`src/rtl/timers_pkg.sv`:
```
`default_nettype none
// ============================================================================
// Module      : timers_pkg
// Description : Shared encodings for the timer subsystem: edge-select codes
//               used by capture channels and capture state encodings.
// Revision    : 1.0 - initial release
// ============================================================================
package timers_pkg;

    // edge_sel encodings
    localparam logic [1:0] EDGE_RISE = 2'b00;
    localparam logic [1:0] EDGE_FALL = 2'b01;
    localparam logic [1:0] EDGE_BOTH = 2'b10;
    localparam logic [1:0] EDGE_NONE = 2'b11;

    // Capture channel states
    typedef enum logic [1:0] {
        ST_IDLE  = 2'd0,
        ST_ARM   = 2'd1,
        ST_COUNT = 2'd2
    } cap_state_e;

endpackage
`default_nettype wire

```
`src/rtl/timers_sync.sv`:
```
`default_nettype none
// ============================================================================
// Module      : timers_sync
// Description : Multi-flop synchronizer for a single asynchronous timer input.
//               All stages reset to 0. Depth below 2 is raised to 2.
// Ports       : clk_i  - destination clock
//               rst_ni - asynchronous active-low reset
//               d_i    - asynchronous input
//               q_o    - synchronized output
// Revision    : 1.0 - initial release
// ============================================================================
module timers_sync #(
    parameter int STAGES = 2
) (
    input  logic clk_i,
    input  logic rst_ni,
    input  logic d_i,
    output logic q_o
);

    localparam int C_DEPTH = (STAGES < 2) ? 2 : STAGES;

    logic [C_DEPTH-1:0] sync_q;

    always_ff @(posedge clk_i or negedge rst_ni) begin
        if (!rst_ni) begin
            sync_q <= '0;
        end else begin
            sync_q <= {sync_q[C_DEPTH-2:0], d_i};
        end
    end

    assign q_o = sync_q[C_DEPTH-1];

endmodule
`default_nettype wire

```
`src/rtl/timers_capture.sv`:
```
`default_nettype none
// ============================================================================
// Module      : timers_capture
// Description : Input-capture channel. Measures the number of timer_clk cycles
//               between successive qualifying edges of cap_in, latches the
//               interval, keeps sticky valid/overflow flags and produces an
//               optionally stretched interrupt pulse.
// Ports       : timer_clk      - block clock
//               timer_resetn   - asynchronous active-low reset
//               capture_en     - channel enable
//               edge_sel       - 00 rise, 01 fall, 10 both, 11 none
//               cap_in         - asynchronous event line
//               int_clr        - clears cap_valid / overflow
//               captured_value - last interval, zero-extended to 32 bits
//               cap_valid      - sticky capture flag
//               overflow       - sticky saturated-capture flag
//               interrupt      - capture pulse, stretched by TIMER_PULSE_EXTD
// Revision    : 1.0 - initial release
// ============================================================================
module timers_capture
    import timers_pkg::*;
#(
    parameter int TIMER_WIDTH      = 8,
    parameter int TIMER_PULSE_EXTD = 0,
    parameter int SYNC_STAGES      = 2
) (
    input  logic        timer_clk,
    input  logic        timer_resetn,
    input  logic        capture_en,
    input  logic [1:0]  edge_sel,
    input  logic        cap_in,
    input  logic        int_clr,
    output logic [31:0] captured_value,
    output logic        cap_valid,
    output logic        overflow,
    output logic        interrupt
);

    localparam logic [TIMER_WIDTH-1:0] C_ONE = TIMER_WIDTH'(1);
    localparam logic [TIMER_WIDTH-1:0] C_MAX = '1;
    localparam int C_EXT = (TIMER_PULSE_EXTD > 3) ? 3 : TIMER_PULSE_EXTD;
    // Selects which delayed copies of the raw pulse widen the interrupt
    localparam logic [2:0] C_EXT_MASK = (C_EXT == 0) ? 3'b000 :
                                        (C_EXT == 1) ? 3'b001 :
                                        (C_EXT == 2) ? 3'b011 : 3'b111;

    logic                   w_s_in;
    logic                   w_qedge;
    logic                   prev_q;
    cap_state_e             state_q,   state_d;
    logic [TIMER_WIDTH-1:0] counter_q, counter_d;
    logic                   sat_q,     sat_d;
    logic [TIMER_WIDTH-1:0] capval_q,  capval_d;
    logic                   valid_q,   valid_d;
    logic                   ovf_q,     ovf_d;
    logic                   raw_q,     raw_d;
    logic [2:0]             ext_q;

    timers_sync #(
        .STAGES (SYNC_STAGES)
    ) u_sync (
        .clk_i  (timer_clk),
        .rst_ni (timer_resetn),
        .d_i    (cap_in),
        .q_o    (w_s_in)
    );

    // Edge history runs regardless of capture_en, so enabling while the line
    // is static never sees a stale transition.
    always_comb begin
        w_qedge = 1'b0;
        case (edge_sel)
            EDGE_RISE: w_qedge = w_s_in & ~prev_q;
            EDGE_FALL: w_qedge = ~w_s_in & prev_q;
            EDGE_BOTH: w_qedge = w_s_in ^ prev_q;
            EDGE_NONE: w_qedge = 1'b0;
        endcase
    end

    always_comb begin
        state_d   = state_q;
        counter_d = counter_q;
        sat_d     = sat_q;
        capval_d  = capval_q;
        valid_d   = valid_q;
        ovf_d     = ovf_q;
        raw_d     = 1'b0;

        // Clear first so that a capture in the same cycle re-sets the flags
        if (int_clr) begin
            valid_d = 1'b0;
            ovf_d   = 1'b0;
        end

        if (!capture_en) begin
            state_d   = ST_IDLE;
            counter_d = '0;
            sat_d     = 1'b0;
        end else begin
            case (state_q)
                ST_IDLE: begin
                    state_d   = ST_ARM;
                    counter_d = '0;
                end
                ST_ARM: begin
                    // First edge only starts the interval
                    counter_d = '0;
                    if (w_qedge) begin
                        counter_d = C_ONE;
                        state_d   = ST_COUNT;
                    end
                end
                ST_COUNT: begin
                    if (w_qedge) begin
                        capval_d  = counter_q;
                        counter_d = C_ONE;
                        valid_d   = 1'b1;
                        if (sat_q) begin
                            ovf_d = 1'b1;
                        end
                        sat_d     = 1'b0;
                        raw_d     = 1'b1;
                    end else begin
                        if (counter_q != C_MAX) begin
                            counter_d = counter_q + C_ONE;
                        end
                        // Flag once the counter holds all-ones so an interval
                        // of exactly 2^W-1 also reports overflow.
                        if (counter_d == C_MAX) begin
                            sat_d = 1'b1;
                        end
                    end
                end
                default: begin
                    state_d   = ST_IDLE;
                    counter_d = '0;
                    sat_d     = 1'b0;
                end
            endcase
        end
    end

    always_ff @(posedge timer_clk or negedge timer_resetn) begin
        if (!timer_resetn) begin
            prev_q    <= 1'b0;
            state_q   <= ST_IDLE;
            counter_q <= '0;
            sat_q     <= 1'b0;
            capval_q  <= '0;
            valid_q   <= 1'b0;
            ovf_q     <= 1'b0;
            raw_q     <= 1'b0;
            ext_q     <= '0;
        end else begin
            prev_q    <= w_s_in;
            state_q   <= state_d;
            counter_q <= counter_d;
            sat_q     <= sat_d;
            capval_q  <= capval_d;
            valid_q   <= valid_d;
            ovf_q     <= ovf_d;
            raw_q     <= raw_d;
            ext_q     <= {ext_q[1:0], raw_q};
        end
    end

    // Back-to-back captures overlap in the OR and merge into one pulse
    assign interrupt = raw_q | (|(ext_q & C_EXT_MASK));
    assign cap_valid = valid_q;
    assign overflow  = ovf_q;

    generate
        if (TIMER_WIDTH < 32) begin : g_pad
            assign captured_value = {{(32-TIMER_WIDTH){1'b0}}, capval_q};
        end else begin : g_full
            assign captured_value = capval_q[31:0];
        end
    endgenerate

endmodule
`default_nettype wire

```
`config.mk`:
```
export PLATFORM = sky130hd
export DESIGN_NAME = timers_capture
export DESIGN_NICKNAME = d
export VERILOG_FILES = /design/src/rtl/timers_pkg.sv /design/src/rtl/timers_sync.sv /design/src/rtl/timers_capture.sv
export SDC_FILE = /design/constraint.sdc
export NUM_CORES = 1
export LEC_CHECK = 0
export ABC_AREA = 1
export CORE_MARGIN = 4
export CORE_UTILIZATION = 51
export CTS_CLUSTER_SIZE = 30
export DETAILED_ROUTE_END_ITERATION = 8
export GPL_ROUTABILITY_DRIVEN = 0
export PLACE_DENSITY_LB_ADDON = 0.1
export SLEW_MARGIN = 20
export SYNTH_ARGS = -nofsm -noshare
export SYNTH_HDL_FRONTEND = slang
export SYNTH_SLANG_ARGS = --single-unit
```
`constraint.sdc`:
```
create_clock -name timer_clk -period 4.1 [get_ports timer_clk]
set_clock_uncertainty 0.2 [all_clocks]
set_input_delay 0.82 -clock timer_clk [delete_from_list [all_inputs] [get_ports timer_clk]]
set_output_delay 0.82 -clock timer_clk [all_outputs]
set_load 0.01 [all_outputs]
```
Run 1, clock wires, drivers and flops:
(4 px per um)
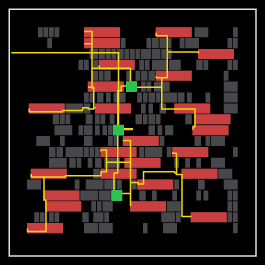
Key: green = clock-net drivers [count 3]; red = flip-flops [count 25]; yellow = clock wires [length 307 um]
There are 4 routed clock nets. Position of the flops: spread over the die.
Clk pwr share: 0.221
Clock Power: 108 uW

Run 1, track usage over the die:
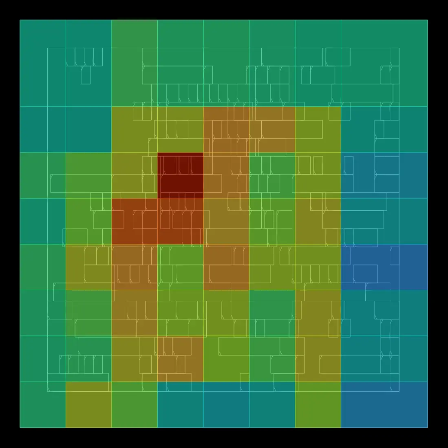
Avg WL per Cell: 11.1 um
GR Util met1: 0.180
global-route track usage on met3: 0.0273
most used routing layer: met2
Global Route met2 Usage: 0.255

==> impl_metrics.py, run 1 <==
# Generated from Yosys and OpenROAD reports
metrics = {
    "routing": {
        "ant_nets": 0,
        "drt_iter0_drc": 47,
        "drt_pass1_iterations": 4,
        "postRouteWirelength_um": 2470,
        "vias": 1060,
        "drc_errors": 0,
        "vias_per_cell": 4.77,
    },
    "grt": {
        "antenna_found_initial": 0,
        "grt_usage": 0.148,
        "grt_pass1_vias": 968,
        "grt_first_pass_wirelength_um": 4140,
        "grt_max_degree": 26,
        "overflow": 0,
    },
    "cts": {
        "insertion_delay_ns": 0.31,
        "clk_path_buf_depth": 2,
        "cts_hold_buffers": 0,
        "ctsResizeCount": 0,
        "cts_sinks": 25,
        "cts_buffers": 3,
        "cts.htree.levels": 1,
        "cts-root-buf": "clkbuf_4",
        "clk_pin_slew_ns": 0.13,
        "cts_tree": "built",
        "postCtsSetupBuffers": 0,
    },
    "place": {
        "place_area_um2": 1550,
        "hpwlAfterDp_um": 1960,
        "pre_cts_ws_ns": 1.68,
        "port-buffer-count": 17,
    },
    "floorplanning": {
        "die_area_um2": 3760,
        "fp_util": 0.530,
        "design.core.area_um2": 2730,
        "fp-row-count": 19,
        "pin_count": 42,
        "die-height_um": 61.3,
        "die_w_um": 61.3,
    },
    "cells_and_area": {
        "layout-drive-gt1-share": 0.0838,
        "utilization": 0.574,
        "logic_area_um2": 636,
        "post-route-cell-area_um2": 1570,
        "seq_area_um2": 626,
        "final_nets": 206,
        "diodes": 0,
        "area_growth_syn_to_layout_pct": 8.28,
        "fillers": 246,
    },
    "final_timing": {
        "setup_tns_ns": 0,
        "final-hold-violation-count": 0,
        "finalMaxSlewViolations": 0,
        "setup_viol": 0,
        "fmax_ghz": 0.446,
        "whs_ns": 0.169,
        "tightest_slew_ns": 0.548,
        "layout_setup_ws_ns": 1.86,
        "finalClockPeriodUsage": 0.547,
        "period_needed_ns": 2.24,
        "relSlewSlack": 0.635,
        "rsz0062_at_grt": "false",
    },
    "synthesis": {
        "edf_count": 0,
        "synth_cell_types": 24,
        "yosys_cells": 173,
        "ys_area_um2": 1450,
        "synth_seq_share": 0.431,
        "synthTopCellsByCount": "nand2_1, dfrtp_1, buf_4",
        "async_flop_share": 1.00,
        "synth_flops": 25,
        "yosysWarnings": 0,
        "yosys.area.top_type": "dfrtp_1",
        "syn_area_um2": 1450,
        "ys.flop_type": "dfrtp_1",
        "syn_avg_cell_area_um2": 8.38,
        "top_cell_area_share": 0.431,
        "netlist_instances": 173,
        "synthMostInstantiatedCell": "nand2_1",
        "topCellsByArea": "dfrtp_1, buf_4, nand2_1",
    },
    "setup_path": {
        "cp_data_required_time_ns": 3.08,
        "cp.arrival_ns": 1.22,
        "endpoint_kind": "primary output",
        "setup.worst_path.start_class": "flop",
        "cp_num_buf_inv": 1,
        "cp_max_fo": 2,
        "crit_chain": "clkdlybuf4s50_1",
        "critical_path_class": "flop to primary output",
        "critPathMaxStageDelay_ns": 0.54,
        "critical_path.top_delay_family": "buffers and inverters",
        "critPathSlowestCell": "clkdlybuf4s50_1",
    },
    "power": {
        "ir_drop_uv": 206,
        "p_leak_uw": 0.000762,
        "powerDensity_nw_per_um2": 312,
    },
    "run_status": {
        "status": "completed",
    },
    "worst_hold_path": {
        "hold_class": "flop to flop",
    },
    "run": {
        "max-cap-violations": 0,
        "warning_count": 30,
    },
}
Run 1, zoomed window:
Region (36, 5) to (56, 25) um. Cells in gray, sequential cells in the stronger gray; small squares are vias.
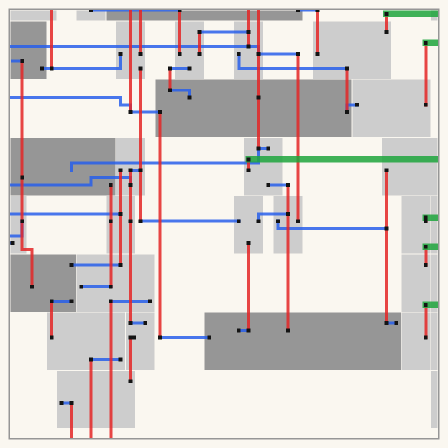
Key: blue = M1; red = M2; green = M3
Sequential cells in the window: 3. Netlist names of flops here include capval_q (2), overflow (1). Most frequent: nand2_1 (8), clkdlybuf4s50_1 (6). 22 logic cells have their middle in the window.

-- run 1: worst register-to-register path: stages (launching register included) --
cell and delay (ns):
dfrtp_1 0.42, ha_1 0.20, nand2_2 0.10, nor2_4 0.14, nand2_4 0.13, o21ai_1 0.19, nand2_1 0.09, nor2_1 0.12
nand2_1 0.09, a21oi_2 0.11
-- run 1: kinds of logic after synthesis --
family                     count (synthesis)  synth area share
other                                      1           0.00259
xor gates and xnor gates                   2            0.0121
DFF                                       25             0.431
adders and majority gates                  7            0.0604
and+or+nand+nor                           65             0.204
AOI/OAI and AO/OA                         26            0.0992
buffers and inverters                     47             0.190
-- run 1: area by class of cell --
cell class | count | share of cell area
Clock buffer | 4 | 0.0167
Inverter | 21 | 0.0502
Multi-Input combinational cell | 124 | 0.405
Sequential cell | 25 | 0.398
Tap cell | 31 | 0.0247
Timing Repair Buffer | 17 | 0.105
-- run 1: flip-flops by register name (all words and copies together), names as in the netlist --
register and cells:
interrupt 1, state_q 2, cap_valid 1, counter_q 8, overflow 1, sat_q 1
prev_q 1, u_sync.sync_q 2, capval_q 8
-- run 1: per-layer routing --
| layer | vias to the layer above | global-route usage | part of all wire |
|---|---|---|---|
| met3 | 2 | 0.0273 | 0.071 |
| li1 | 537 | - | - |
| met1 | 492 | 0.180 | 0.42 |
| met4 | 0 | 0.0650 | 0.0077 |
| met5 | - | 0 | 0 |
| met2 | 29 | 0.255 | 0.50 |
-- run 1: per-stage QoR --
| step | instances | power, uW |
|---|---|---|
| after global routing | 222 | 528 |
| after floorplan | 196 | 369 |
| after CTS | 222 | 499 |
| after detailed placement | 218 | 388 |
| after global placement | 218 | 381 |
| final | 222 | 491 |
-- run 1: power breakdown --
part	internal [uW]	switching [uW]	total, uW
logic	39.1	72.2	111
clock network	38.0	70.3	108
registers	260	10.7	271
total	337	153	491
-- run 1: cell usage in the layout, fill, tap and decap left out, drive strengths merged --
cell	n
a31oi	1
nor2	12
nand2	44
ha	7
o21bai	2
nand4	1
o21ai	15
nand3	7
nand3b	1
xor2	2
buf	1
dfrtp	25
clkbuf	4
conb	24
inv	21
clkdlybuf4s50	16
a21oi	8
-- run 1: worst paths after layout --
path                       slack, ns                 to             start  depth (start not counted)
setup / recovery                1.86  captured_value[7]       capval_q[7]                          1
hold / removal                  0.17   u_sync.sync_q[1]  u_sync.sync_q[0]                          0
setup reg to reg                2.26              sat_q      counter_q[0]                          9
hold reg to reg                 0.17   u_sync.sync_q[1]  u_sync.sync_q[0]                          0
max in group asynchronous       3.07       counter_q[1]      timer_resetn                          1
min in group asynchronous       0.27        capval_q[1]      timer_resetn                          1
--- run 2 (diff from run 1) ---
- CORE_UTILIZATION: 51 -> 42
- clock period: 4.1 -> 1.9 ns (I/O delays scaled with it)
Run 2, sequential cells grouped by signal name:
(8 px per um) Other sequential cells in the stronger gray, the rest of the logic in the fainter gray.
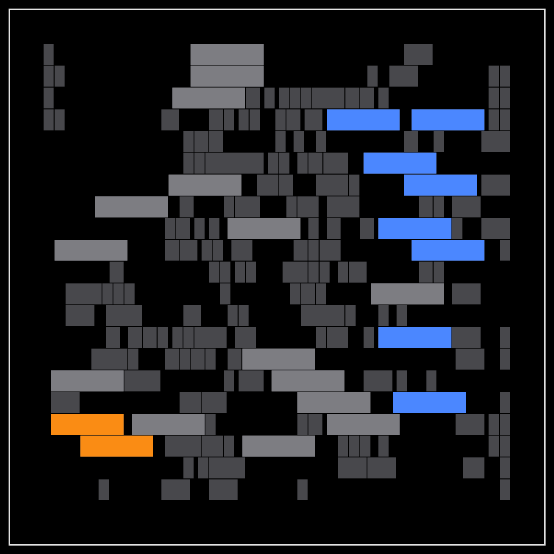
Key: orange = u_sync.sync_q [placed flops 2]; blue = capval_q [placed flops 8]
Another 15 sequential cells are not colored.
fin util: 0.492
register area: 626 um^2
sequential power: 582 uW
sequential cell area share: 0.381

==> run 2 against run 1 <==
Flip-flop count unchanged. Sequential power increased by 110%. Register-to-register slack got worse by 2.2 ns. Die area increased by 19%. Design area increased by 4.6%. Clock power increased by 110%. Non-clock buffer count increased by 4. Setup slack got worse by 1.8 ns. Combinational power increased by 120%. First-iteration DRC count decreased by 45%. Synthesized cell count unchanged. Critical path depth unchanged. Critical endpoint is now captured_value[5]. Largest cell class unchanged. Highest routed layer unchanged.
==> impl_metrics.py, run 2 <==
# Generated from Yosys and OpenROAD reports
metrics = {
    "run_status": {
        "status": "completed",
    },
    "grt": {
        "grt_first_pass_wirelength_um": 4340,
        "grt_pass1_vias": 1016,
        "grt_usage": 0.124,
        "grt_max_degree": 26,
        "overflow": 0,
        "antenna_found_initial": 0,
    },
    "floorplanning": {
        "pin_count": 42,
        "design.core.area_um2": 3340,
        "die-height_um": 66.8,
        "fp-row-count": 21,
        "die_area_um2": 4460,
        "fp_util": 0.435,
        "die_w_um": 66.8,
    },
    "power": {
        "p_int_uw": 732,
        "ir_drop_uv": 389,
        "seqPwrFrac": 0.557,
        "clkPwrFrac": 0.214,
        "sw_frac_of_total": 0.301,
        "powerDensity_nw_per_um2": 637,
        "p_leak_uw": 0.000788,
        "combPwrFrac": 0.229,
        "p_sw_uw": 314,
    },
    "setup_path": {
        "worst-path-stages": 1,
        "crit_chain": "clkdlybuf4s50_1",
        "critical_path.top_delay_family": "buffers and inverters",
        "critical_path_class": "flop to primary output",
        "cp.arrival_ns": 1.22,
        "cp_max_fo": 2,
        "endpoint_kind": "primary output",
        "cp_data_required_time_ns": 1.32,
        "reg2reg_depth": 10,
        "setup.worst_path.start_class": "flop",
        "critPathSlowestCell": "clkdlybuf4s50_1",
        "cp_num_buf_inv": 1,
        "critPathMaxStageDelay_ns": 0.54,
    },
    "place": {
        "hpwlAfterDp_um": 1930,
        "port-buffer-count": 17,
        "place_inst": 235,
    },
    "cells_and_area": {
        "layout-drive-gt1-share": 0.108,
        "top_regs": "capval_q: 8 flops, counter_q: 8 flops",
        "final_cells": 241,
        "diodes": 0,
        "area_growth_syn_to_layout_pct": 13.3,
        "layout.cells.most_common": "nand2_1",
        "final_nets": 210,
        "mostFrequentLayoutCells": "nand2_1, dfrtp_1, conb_1",
    },
    "final_timing": {
        "final-hold-violation-count": 0,
        "period_needed_ns": 1.80,
        "finalClockPeriodUsage": 0.946,
        "finalMaxSlewViolations": 0,
        "setup_viol": 0,
        "fmax_ghz": 0.556,
        "whs_ns": 0.165,
    },
    "routing": {
        "drc_errors": 0,
        "drt_iter0_drc": 26,
        "postRouteWirelength_um": 2370,
        "ant_nets": 0,
        "drt_pass1_iterations": 4,
        "vias_per_cell": 4.35,
        "detail_route.wl_per_cell_um": 9.83,
        "vias": 1049,
    },
    "synthesis": {
        "ys.flop_type": "dfrtp_1",
        "syn_avg_cell_area_um2": 8.38,
        "yosys_cells": 173,
        "synth_flops": 25,
        "async_flop_share": 1.00,
        "synthTopCellsByCount": "nand2_1, dfrtp_1, buf_4",
        "ys_area_um2": 1450,
        "yosysWarnings": 0,
        "yosys.area.top_type": "dfrtp_1",
        "synth_seq_share": 0.431,
        "netlist_instances": 173,
        "top_cell_area_share": 0.431,
        "topCellsByArea": "dfrtp_1, buf_4, nand2_1",
        "synth_cell_types": 24,
        "edf_count": 0,
        "syn_area_um2": 1450,
        "synthMostInstantiatedCell": "nand2_1",
    },
    "cts": {
        "cts_sinks": 25,
        "cts-root-buf": "clkbuf_4",
        "cts_hold_buffers": 0,
        "insertion_delay_ns": 0.30,
        "cts_buffers": 3,
        "cts.htree.levels": 1,
        "cts_tree": "built",
        "clk_path_buf_depth": 2,
        "clk_pin_slew_ns": 0.12,
    },
    "run": {
        "max-cap-violations": 0,
        "warning_count": 30,
    },
    "worst_hold_path": {
        "hold_class": "flop to flop",
        "hold_depth": 0,
    },
}
## run 2: cells by family (layout without fill, tap and decap cells)
group	Yosys count	after routing	synth area share
simple gates	65	65	0.204
xor+xnor	2	2	0.0121
compound gates	26	26	0.0992
fa+ha+maj	7	7	0.0604
buf+inv	47	46	0.190
other cells	1	24	0.00259
flops	25	25	0.431
## run 2: cell type report
class,count,area [um^2]
inverter,21,78.8
tap,46,57.6
timing repair buffer,21,213
clock buffer,4,26.3
fill,340,1690
sequential,25,626
multi-input combinational,124,642
## run 2: final timing paths
path,end,startpoint,slack (ns)
max in group asynchronous,state_q[0],timer_resetn,1.04
setup reg to reg,sat_q,counter_q[0],0.11
hold reg to reg,u_sync.sync_q[1],u_sync.sync_q[0],0.17
min in group asynchronous,capval_q[1],timer_resetn,0.23
setup / recovery,captured_value[5],capval_q[5],0.10
hold / removal,u_sync.sync_q[1],u_sync.sync_q[0],0.17
## run 2: power by group through the flow
stage / Clock, uW / Sequential (uW) / Combinational [uW]
floorplan: 0 / 593 / 203
global placement: 0 / 593 / 236
detailed placement: 0 / 594 / 240
CTS: 241 / 583 / 243
global route: 261 / 589 / 286
finish: 224 / 582 / 240
## run 2: per-layer routing
layer	GRT usage	up-vias	wire, um
met2	0.213	35	1110
li1	-	534	-
met1	0.159	478	1070
met5	0	-	0
met4	0.0381	0	14
met3	0.0219	2	180
## run 2: per-stage QoR
stage	power, uW	setup WS, ns	TNS, ns	area [um^2]
after floorplan	796	0.215	0	1540
after global placement	828	-0.0255	-0.0470	1580
after detailed placement	834	-0.0608	-0.396	1580
after CTS	1070	0.0776	0	1610
after global routing	1140	-0.00929	-0.00929	1640
final	1050	0.102	0	1640
## run 2: repair_timing
item	4_1_cts	5_1_grt
buffers inserted	0	2
gates resized	0	2
setup endpoints to repair	0	1
Power figures rest on the tool's default switching activity, not on a simulated workload.
